==> src/rtl/dpll_phase_filter_if.sv <==
// Control/status bundle between the DPLL phase filter and its environment.
// The filter takes the slave side; stimulus or the surrounding PLL takes the master side.
interface dpll_phase_filter_if #(
    parameter int BIT_COUNT = 24,
    parameter int ERR_W     = 16
);
    logic                        ref_in;
    logic                        dco_in;
    logic [BIT_COUNT-1:0]        nominal;
    logic                        enable;
    logic [BIT_COUNT-1:0]        speed_var;
    logic signed [ERR_W-1:0]     phase_err;
    logic                        err_valid;
    logic                        locked;

    modport master (
        output ref_in, dco_in, nominal, enable,
        input  speed_var, phase_err, err_valid, locked
    );

    modport slave (
        input  ref_in, dco_in, nominal, enable,
        output speed_var, phase_err, err_valid, locked
    );
endinterface

==> src/rtl/dpll_phase_filter.sv <==
// Phase/frequency detector and PI loop filter producing the DCO tuning word.
// Measures ref_in vs dco_in rising-edge offset in clk cycles, then updates speed_var.
//
//  state    | meaning
//  ---------+----------------------------------------------------------
//  IDLE     | waiting for the first rising edge of a measurement
//  REF_LEAD | reference edge seen first, counting until the DCO edge
//  DCO_LEAD | DCO edge seen first, counting until the reference edge
module dpll_phase_filter #(
    parameter int                   BIT_COUNT  = 24,
    parameter int                   ERR_W      = 16,
    parameter int                   KP_SHIFT   = 2,
    parameter int                   KI_SHIFT   = 6,
    parameter logic [BIT_COUNT-1:0] SPEED_MIN  = BIT_COUNT'(1),
    parameter logic [BIT_COUNT-1:0] SPEED_MAX  = '1,
    parameter int                   LOCK_TOL   = 4,
    parameter int                   LOCK_COUNT = 16
) (
    input  logic               clk,
    input  logic               rst_n,
    dpll_phase_filter_if.slave bus
);
    localparam int SW  = BIT_COUNT + 3;
    localparam int IW  = BIT_COUNT + 2;
    localparam int LCW = $clog2(LOCK_COUNT + 1);

    localparam logic [ERR_W-1:0]     ERR_MAX      = {1'b0, {(ERR_W-1){1'b1}}};
    localparam logic [ERR_W-1:0]     TOL          = ERR_W'(LOCK_TOL);
    localparam logic [LCW-1:0]       LOCK_CNT_MAX = LCW'(LOCK_COUNT);
    localparam logic signed [SW-1:0] I_MAX        = {{(SW-IW+1){1'b0}}, {(IW-1){1'b1}}};
    localparam logic signed [SW-1:0] I_MIN        = {{(SW-IW+1){1'b1}}, {(IW-1){1'b0}}};
    localparam logic signed [SW-1:0] SPD_LO       = {3'b000, SPEED_MIN};
    localparam logic signed [SW-1:0] SPD_HI       = {3'b000, SPEED_MAX};

    typedef enum logic [1:0] {IDLE, REF_LEAD, DCO_LEAD} state_t;

    state_t                  state, state_nxt;
    logic [ERR_W-1:0]        cnt, cnt_nxt;
    logic                    meas_done;
    logic signed [ERR_W-1:0] meas_err;

    logic ref_s1, ref_s2, ref_s3, dco_q;
    logic ref_rise, dco_rise;
    logic started;

    logic                    err_valid_q, locked_q;
    logic signed [ERR_W-1:0] phase_err_q;
    logic [BIT_COUNT-1:0]    speed_q;
    logic signed [IW-1:0]    integ, integ_nxt;
    logic [LCW-1:0]          lock_cnt, lock_nxt;

    logic signed [SW-1:0] err_x, p_term, i_term, integ_x, nom_x, sum, integ_sum;
    logic                 clamp_lo, clamp_hi, err_neg, err_pos, windup_hold, in_tol;
    logic [ERR_W-1:0]     err_abs;
    logic [BIT_COUNT-1:0] nom_clamp, sum_clamp;

    function automatic logic [BIT_COUNT-1:0] clamp_speed(input logic signed [SW-1:0] v);
        if (v < SPD_LO)      return SPEED_MIN;
        else if (v > SPD_HI) return SPEED_MAX;
        else                 return v[BIT_COUNT-1:0];
    endfunction

    assign ref_rise = ref_s2 & ~ref_s3;
    assign dco_rise = bus.dco_in & ~dco_q;

    always_ff @(posedge clk or negedge rst_n) begin
        if (!rst_n) begin
            state <= IDLE;
            cnt   <= '0;
        end else begin
            state <= state_nxt;
            cnt   <= cnt_nxt;
        end
    end

    always_comb begin
        state_nxt = state;
        if (!bus.enable) begin
            state_nxt = IDLE;
        end else begin
            unique case (state)
                IDLE: begin
                    if (ref_rise && dco_rise) state_nxt = IDLE;
                    else if (ref_rise)        state_nxt = REF_LEAD;
                    else if (dco_rise)        state_nxt = DCO_LEAD;
                end
                REF_LEAD: if (dco_rise) state_nxt = IDLE;
                DCO_LEAD: if (ref_rise) state_nxt = IDLE;
                default:  state_nxt = IDLE;
            endcase
        end
    end

    // A repeated leading edge closes the measurement as a cycle slip and restarts the count.
    always_comb begin
        cnt_nxt   = cnt;
        meas_done = 1'b0;
        meas_err  = '0;
        if (bus.enable) begin
            unique case (state)
                IDLE: begin
                    if (ref_rise && dco_rise) meas_done = 1'b1;
                    else if (ref_rise || dco_rise) cnt_nxt = ERR_W'(1);
                end
                REF_LEAD: begin
                    if (dco_rise || ref_rise) begin
                        meas_done = 1'b1;
                        meas_err  = $signed(cnt);
                        cnt_nxt   = ERR_W'(1);
                    end else if (cnt != ERR_MAX) begin
                        cnt_nxt = cnt + 1'b1;
                    end
                end
                DCO_LEAD: begin
                    if (ref_rise || dco_rise) begin
                        meas_done = 1'b1;
                        meas_err  = -$signed(cnt);
                        cnt_nxt   = ERR_W'(1);
                    end else if (cnt != ERR_MAX) begin
                        cnt_nxt = cnt + 1'b1;
                    end
                end
                default: cnt_nxt = '0;
            endcase
        end
    end

    // Filter arithmetic is carried three bits wider than the tuning word so no term wraps.
    always_comb begin
        err_x     = {{(SW-ERR_W){phase_err_q[ERR_W-1]}}, phase_err_q};
        p_term    = err_x >>> KP_SHIFT;
        i_term    = err_x >>> KI_SHIFT;
        integ_x   = {{(SW-IW){integ[IW-1]}}, integ};
        nom_x     = {3'b000, bus.nominal};
        sum       = nom_x + integ_x + p_term;
        integ_sum = integ_x + i_term;
        nom_clamp = clamp_speed(nom_x);
        sum_clamp = clamp_speed(sum);

        clamp_lo    = sum < SPD_LO;
        clamp_hi    = sum > SPD_HI;
        err_neg     = phase_err_q[ERR_W-1];
        err_pos     = !phase_err_q[ERR_W-1] && (|phase_err_q);
        windup_hold = (clamp_lo && err_neg) || (clamp_hi && err_pos);

        if (windup_hold)            integ_nxt = integ;
        else if (integ_sum > I_MAX) integ_nxt = I_MAX[IW-1:0];
        else if (integ_sum < I_MIN) integ_nxt = I_MIN[IW-1:0];
        else                        integ_nxt = integ_sum[IW-1:0];

        err_abs  = err_neg ? -phase_err_q : phase_err_q;
        in_tol   = err_abs <= TOL;
        lock_nxt = (lock_cnt == LOCK_CNT_MAX) ? lock_cnt : lock_cnt + 1'b1;
    end

    always_ff @(posedge clk or negedge rst_n) begin
        if (!rst_n) begin
            ref_s1      <= 1'b0;
            ref_s2      <= 1'b0;
            ref_s3      <= 1'b0;
            dco_q       <= 1'b0;
            started     <= 1'b0;
            err_valid_q <= 1'b0;
            phase_err_q <= '0;
            integ       <= '0;
            lock_cnt    <= '0;
            locked_q    <= 1'b0;
            speed_q     <= '0;
        end else begin
            ref_s1      <= bus.ref_in;
            ref_s2      <= ref_s1;
            ref_s3      <= ref_s2;
            dco_q       <= bus.dco_in;
            started     <= 1'b1;
            err_valid_q <= bus.enable & meas_done;
            if (bus.enable && meas_done) phase_err_q <= meas_err;

            if (!bus.enable || !started) begin
                integ    <= '0;
                lock_cnt <= '0;
                locked_q <= 1'b0;
                speed_q  <= nom_clamp;
            end else if (err_valid_q) begin
                integ   <= integ_nxt;
                speed_q <= sum_clamp;
                if (in_tol) begin
                    lock_cnt <= lock_nxt;
                    locked_q <= (lock_nxt == LOCK_CNT_MAX);
                end else begin
                    lock_cnt <= '0;
                    locked_q <= 1'b0;
                end
            end
        end
    end

    assign bus.speed_var = speed_q;
    assign bus.phase_err = phase_err_q;
    assign bus.err_valid = err_valid_q;
    assign bus.locked    = locked_q;
endmodule
==> src/flat_wrapper.sv <==
// flat-port wrapper written by rule: the top's interface ports become plain ports
module dpll_phase_filter_flat 
#(
    parameter int                   BIT_COUNT  = 24,
    parameter int                   ERR_W      = 16,
    parameter int                   KP_SHIFT   = 2,
    parameter int                   KI_SHIFT   = 6,
    parameter logic [BIT_COUNT-1:0] SPEED_MIN  = BIT_COUNT'(1),
    parameter logic [BIT_COUNT-1:0] SPEED_MAX  = '1,
    parameter int                   LOCK_TOL   = 4,
    parameter int                   LOCK_COUNT = 16
)
  (clk, rst_n, bus_ref_in, bus_dco_in, bus_nominal, bus_enable, bus_speed_var, bus_phase_err, bus_err_valid, bus_locked);
  dpll_phase_filter_if #(.BIT_COUNT(BIT_COUNT), .ERR_W(ERR_W)) bus_i ();
  input  logic clk;
  input  logic rst_n;
  input wire logic [$bits(bus_i.ref_in)-1:0] bus_ref_in;
  input wire logic [$bits(bus_i.dco_in)-1:0] bus_dco_in;
  input wire logic [$bits(bus_i.nominal)-1:0] bus_nominal;
  input wire logic [$bits(bus_i.enable)-1:0] bus_enable;
  output wire logic [$bits(bus_i.speed_var)-1:0] bus_speed_var;
  output wire logic [$bits(bus_i.phase_err)-1:0] bus_phase_err;
  output wire logic [$bits(bus_i.err_valid)-1:0] bus_err_valid;
  output wire logic [$bits(bus_i.locked)-1:0] bus_locked;
  assign bus_i.ref_in = bus_ref_in;
  assign bus_i.dco_in = bus_dco_in;
  assign bus_i.nominal = bus_nominal;
  assign bus_i.enable = bus_enable;
  assign bus_speed_var = bus_i.speed_var;
  assign bus_phase_err = bus_i.phase_err;
  assign bus_err_valid = bus_i.err_valid;
  assign bus_locked = bus_i.locked;
  dpll_phase_filter #(.BIT_COUNT(BIT_COUNT), .ERR_W(ERR_W), .KP_SHIFT(KP_SHIFT), .KI_SHIFT(KI_SHIFT), .SPEED_MIN(SPEED_MIN), .SPEED_MAX(SPEED_MAX), .LOCK_TOL(LOCK_TOL), .LOCK_COUNT(LOCK_COUNT)) u_core (.clk(clk), .rst_n(rst_n), .bus(bus_i));
endmodule
==> config.mk <==
export PLATFORM = sky130hd
export DESIGN_NAME = dpll_phase_filter_flat
export DESIGN_NICKNAME = d
export VERILOG_FILES = /design/src/rtl/dpll_phase_filter_if.sv /design/src/rtl/dpll_phase_filter.sv /design/src/flat_wrapper.sv
export SDC_FILE = /design/constraint.sdc
export NUM_CORES = 1
export LEC_CHECK = 0
export ABC_AREA = 1
export CORE_MARGIN = 5
export CORE_UTILIZATION = 60
export CTS_CLUSTER_DIAMETER = 60
export DETAILED_ROUTE_END_ITERATION = 6
export PLACE_DENSITY = 0.83
export SLEW_MARGIN = 20
export SYNTH_ARGS = -nofsm -noshare
export SYNTH_HDL_FRONTEND = slang
export SYNTH_SLANG_ARGS = --single-unit
==> constraint.sdc <==
create_clock -name clk -period 5.45 [get_ports clk]
set_clock_uncertainty 0.2 [all_clocks]
set_input_delay 0.8175 -clock clk [delete_from_list [all_inputs] [get_ports clk]]
set_output_delay 0.8175 -clock clk [all_outputs]
set_load 0.05 [all_outputs]
==> impl_metrics.ini, run 1 <==
; implementation run metrics
[min_path]
hold_start = u_core.ref_s1
holdPathStages = 0

[clock_network]
cts.root.buffer_cell = sky130_fd_sc_hd__clkbuf_16
cts_num_sinks = 96
worstSkewPairLatency_ns = 0.37
cts.htree.levels = 3
tritoncts = built
post_cts_gate_resize_count = 0
cts-hold-fix-buffers = 0
tritoncts.num_buffers = 9
setup_fix_buffers_added_after_clock_tree_synthesis = 0

[drt]
detailroute.wirelength.met3_microns = 1570
route.met2.wl_microns = 12800
detail_route.wirelength.met1_microns = 11700
highest_layer = met4
drt-pass1-iter-count = 5

[place]
placement.setup.worst_slack_ns = 0.644
port_buffers = 70
dpl_cell_area_sq_um = 10500
place.detailed.hpwl_microns = 20800
place_inst = 1681

[critical_path]
worstRegToRegCells = 16
crit_path_cell_trace = clkdlybuf4s50_1 -> inv_1 -> fa_1 -> inv_1 -> ha_1 -> nand2_1 -> nand2_1 -> nand3_2 -> nand2_2 -> nand2_1 -> nand2_1 -> nand2_1 -> a21oi_1 -> o21bai_1 -> nand2_2 -> buf_4 -> nand2_1 -> nand2_1 -> nand4_1 -> a21oi_1
critPathLaunchType = primary input
cp_data_arrival_time_ns = 4.61
worstSetupPathType = primary input to register
crit_top_cell = sky130_fd_sc_hd__nand2_1
critical_path_peak_fanout = 22
reg2reg_from = u_core.bus.phase_err[15]
startpoint = bus_nominal[2]
timing.critical_path.to_type = register
r2r_slack_ns = 0.94
cp_slowest_cell = sky130_fd_sc_hd__fa_1
crit_end = u_core.bus.speed_var[21]
worst-path-buf-inv = 4

[finish]
final-comb-area_sq_um = 6200
clockNetworkAreaShare_pct = 3.02
post_layout_nonfiller_instances = 1697
nFlopsAndLatches = 96
lay_top_cells = 408 x sky130_fd_sc_hd__nand2_1, 203 x sky130_fd_sc_hd__inv_1, 111 x sky130_fd_sc_hd__nor2_1
comb_area_share_pct = 57.5
clockBufferCount = 9
num-nets-final = 1592
area_share_nonclk_buffers_pct = 7.21
stdcell_area_sq_um = 10800
area_growth_syn_to_layout_pct = 12.4
n_all_inverters = 214
layout.area.seq_sq_um = 2400

[sta]
report.final.setup_viol = 0
timing.fmax_mhz = 221
fin_hold_ws_ns = 0.155
setup_slack_ns = 0.930
final.setup.tns_ns = 0
slew_viol_final = 0
period_used_pct = 82.9
grt_setup_unrepaired = no

[logic_synthesis]
post_synth_inst_count = 1421
synth.most_common_cell = sky130_fd_sc_hd__nand2_1
ff_type = sky130_fd_sc_hd__dfrtp_1
async_reset_ff_share_pct = 100
ys_ff = 96
syn-mean-instance-area_sq_um = 6.75
synth_adder_area_share_pct = 13.5
library_cell_with_the_largest_summed_area_after_synthesis = sky130_fd_sc_hd__dfrtp_1
mux_area_share_pct = 0
synth-area-yosys_sq_um = 9600
ys_top_logic_family = simple AND/OR/NAND/NOR gates
yosys.area_share.aoi_pct = 13.0
synthTopCellsByArea = sky130_fd_sc_hd__dfrtp_1 25%, sky130_fd_sc_hd__nand2_1 16%, sky130_fd_sc_hd__inv_1 8.0%, sky130_fd_sc_hd__ha_1 7.8%, sky130_fd_sc_hd__fa_1 5.6%
synth.top_cells.by_count = 408 x sky130_fd_sc_hd__nand2_1, 204 x sky130_fd_sc_hd__inv_1, 111 x sky130_fd_sc_hd__nor2_1
synthXorXnorAreaFrac_pct = 3.82
yosysWarningCount = 0
synthSimpleGateAreaFrac_pct = 34.4
synth.top_cell.area_share_pct = 25.0
syn-num-nets = 1537
edf_count = 0
post_synth_instance_area_sq_um = 9600

[status]
run_status = finished clean

[global_routing]
grt_antenna_before_repair = 0
grt_max_degree = 60
wire_length_of_the_first_global_routing_pass_microns = 44200
globalRouteMet3Util_pct = 3.59

[power_and_ir_drop]
logic_pwr_share_pct = 39.7
sequentialPower_mw = 0.822
switching_share_pct = 42.3
total_power_mw = 2.54
total_internal_power_mw = 1.46
power_combinational_mw = 1.01
static-leakage-power_nw = 5.69
power_top_consumer = combinational cells

[die]
die_w_microns = 136
core-area_sq_um = 15800
rows = 46
die.size.y_microns = 136
design.portCount = 71
taps = 216
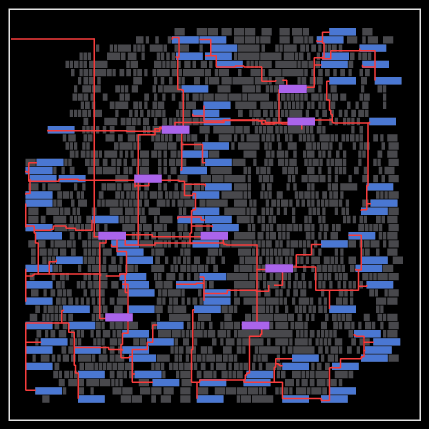
Fig. 1. Clock wires, drivers and flops (run 1).
Drawn at 3 px/micron.
[purple] clock-net drivers | count: 9
[blue] flip-flops | count: 96
[red] clock wires | length: 1460 microns
flops lie: spread over the die
routed clock nets: 10

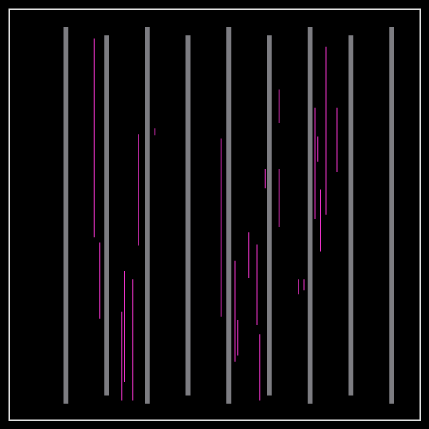
Fig. 2. M4 wires (run 1).
Drawn at 3 px/micron. Supply wires on this layer in gray.
share of all routed wire: 2.2%
wire length on this layer: 590 microns
nets with wire on the layer: 18
total length of routed wires: 26600 microns
number of vias in the routed layout: 9569

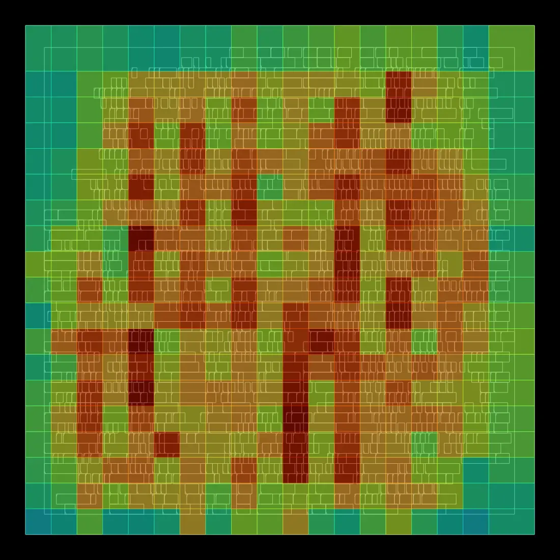
Fig. 3. Routing congestion (run 1).
utilization of the core after routing: 68.4%
wire length per cell after detailed routing: 15.7 microns
layer carrying the most global-route usage: met2
global-route track usage on met1: 41.0%
global-route total usage across every layer: 29.6%

## Run 2: what changed since run 1
--- a/config.mk
+++ b/config.mk
@@ -7,10 +7,10 @@
 export LEC_CHECK = 0
 export ABC_AREA = 1
 export CORE_MARGIN = 5
-export CORE_UTILIZATION = 60
+export CORE_UTILIZATION = 55
 export CTS_CLUSTER_DIAMETER = 60
 export DETAILED_ROUTE_END_ITERATION = 6
-export PLACE_DENSITY = 0.83
+export PLACE_DENSITY = 0.81
 export SLEW_MARGIN = 20
 export SYNTH_ARGS = -nofsm -noshare
 export SYNTH_HDL_FRONTEND = slang
==> constraint.sdc (replaced) <==
create_clock -name clk -period 3.95 [get_ports clk]
set_clock_uncertainty 0.2 [all_clocks]
set_input_delay 0.5925 -clock clk [delete_from_list [all_inputs] [get_ports clk]]
set_output_delay 0.5925 -clock clk [all_outputs]
set_load 0.05 [all_outputs]
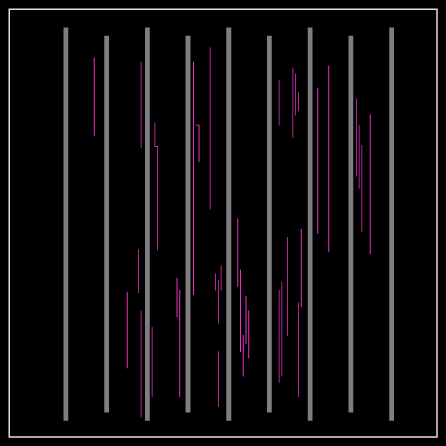
Fig. 4. M4 wires (run 2).
Drawn at 3 px/micron. Supply wires on this layer in gray.
share of all routed wire: 3.3%
nets with wire on the layer: 30
wire length on this layer: 970 microns
number of vias in the routed layout: 10100
total length of routed wires: 29100 microns

==> impl_metrics.ini, run 2 <==
; implementation run metrics
[status]
run_status = finished clean

[power_and_ir_drop]
total_internal_power_mw = 2.09
switching_share_pct = 42.7
total_power_mw = 3.66
sequentialPower_mw = 1.13
power_top_consumer = combinational cells
static-leakage-power_nw = 6.15
clock_power_share_pct = 25.7
logic_pwr_share_pct = 43.5
power_combinational_mw = 1.59
power_per_cell_area_nw_per_um2 = 314
pwr.group.clock_mw = 0.941

[critical_path]
crit_top_cell = sky130_fd_sc_hd__nand2_1
cp_slowest_cell = sky130_fd_sc_hd__clkdlybuf4s50_1
critical_path_peak_fanout = 7
cp_data_arrival_time_ns = 3.88
crit_path_cell_trace = clkdlybuf4s50_1 -> fa_1 -> ha_1 -> nand2_1 -> nand2_1 -> a21oi_2 -> nand2_4 -> nand2_2 -> nand2_2 -> nand2_1 -> nand3b_1 -> nand2_1 -> nand2_1 -> nor2_2 -> nand3_2 -> nand2_4 -> nand2_8 -> clkbuf_16 -> nand4_1 -> nand2_1
worstRegToRegCells = 16
crit_end = u_core.integ[6]
critPathLaunchType = primary input
worst-path-buf-inv = 2
reg2reg_from = u_core.bus.phase_err[15]
critical_path_required_ns = 4.01
startpoint = bus_nominal[5]
worstSetupPathType = primary input to register
r2r_slack_ns = 0.24
timing.critical_path.to_type = register

[finish]
num-nets-final = 1678
post_layout_nonfiller_instances = 1792
final-comb-area_sq_um = 6370
clockNetworkAreaShare_pct = 2.67
biggestCellCategory = multi-input combinational cells
lay_top_cells = 396 x sky130_fd_sc_hd__nand2_1, 200 x sky130_fd_sc_hd__inv_1, 109 x sky130_fd_sc_hd__nor2_1
layout.area.seq_sq_um = 2400
lay_top_count = sky130_fd_sc_hd__nand2_1
comb_area_share_pct = 54.6
post_route_cells_drive_above_1_share_pct = 12.6
postLayoutCoreUtil_pct = 67.7
largest_register_ffs = 26
nFlopsAndLatches = 96
clockBufferCount = 9
area_share_nonclk_buffers_pct = 12.8
n_all_inverters = 214
area_growth_syn_to_layout_pct = 21.6
stdcell_area_sq_um = 11700
top_register_by_number_of_flip_flops = u_core.integ
multiInputCombCellCount = 1077

[logic_synthesis]
synth.top_cell.area_share_pct = 25.0
synthTopCellsByArea = sky130_fd_sc_hd__dfrtp_1 25%, sky130_fd_sc_hd__nand2_1 16%, sky130_fd_sc_hd__inv_1 8.0%, sky130_fd_sc_hd__ha_1 7.8%, sky130_fd_sc_hd__fa_1 5.6%
yosys.area_share.aoi_pct = 13.0
ff_type = sky130_fd_sc_hd__dfrtp_1
synth_adder_area_share_pct = 13.5
post_synth_instance_area_sq_um = 9600
async_reset_ff_share_pct = 100
synth.top_cells.by_count = 408 x sky130_fd_sc_hd__nand2_1, 204 x sky130_fd_sc_hd__inv_1, 111 x sky130_fd_sc_hd__nor2_1
ys_top_logic_family = simple AND/OR/NAND/NOR gates
syn-num-nets = 1537
edf_count = 0
synthXorXnorAreaFrac_pct = 3.82
library_cell_with_the_largest_summed_area_after_synthesis = sky130_fd_sc_hd__dfrtp_1
mux_area_share_pct = 0
syn-mean-instance-area_sq_um = 6.75
post_synth_inst_count = 1421
synthSimpleGateAreaFrac_pct = 34.4
ys_ff = 96
synth.most_common_cell = sky130_fd_sc_hd__nand2_1
yosysWarningCount = 0
synth-area-yosys_sq_um = 9600

[clock_network]
tritoncts = built
cts_num_sinks = 96
cts.root.buffer_cell = sky130_fd_sc_hd__clkbuf_16
clock_path_buffers = 2
tritoncts.num_buffers = 9
post_cts_gate_resize_count = 0
cts-hold-fix-buffers = 0
cts.htree.levels = 3
setup_fix_buffers_added_after_clock_tree_synthesis = 0
clk_transition_reported_paths_ns = 0.09
worstSkewPairLatency_ns = 0.37

[place]
placement.setup.worst_slack_ns = -0.313
place.detailed.hpwl_microns = 22400
place_inst = 1769
dpl_cell_area_sq_um = 11100
gp_congestion = 0.994
port_buffers = 70

[die]
die.size.y_microns = 142
area_of_the_die_sq_um = 20200
design.portCount = 71
die_w_microns = 142
rows = 48
core-area_sq_um = 17200
taps = 225
floorplan.initialDensity_pct = 55.7

[drt]
drt-pass1-iter-count = 5
first_iter_violations = 837
route.met2.wl_microns = 14000
detailroute.wirelength.met3_microns = 2040
detail_route.wirelength.met1_microns = 12100
routed_via_density = 5.63
highest_layer = met4
routed_wire_length_per_instance_microns = 16.2

[global_routing]
grt_antenna_before_repair = 0
grt_util_all_layers_pct = 28.7
grt_max_degree = 75
globalRouteMet3Util_pct = 3.56
wire_length_of_the_first_global_routing_pass_microns = 47100
met1_usage_pct = 38.0
met2_usage_pct = 48.4
grt_overflow_total = 0
grt_pass1_vias = 9557
grt-busiest-layer = met2

[sta]
tightest_slew_ns = 1.00
timing.fmax_mhz = 262
setup_slack_ns = 0.135
slew_viol_final = 0
fin_hold_ws_ns = 0.151
period_used_pct = 96.6
final.setup.tns_ns = 0
report.final.setup_viol = 0

[min_path]
hold_path.class = primary input to asynchronous set/reset pin
Power figures rest on the tool's default switching activity, not on a simulated workload.
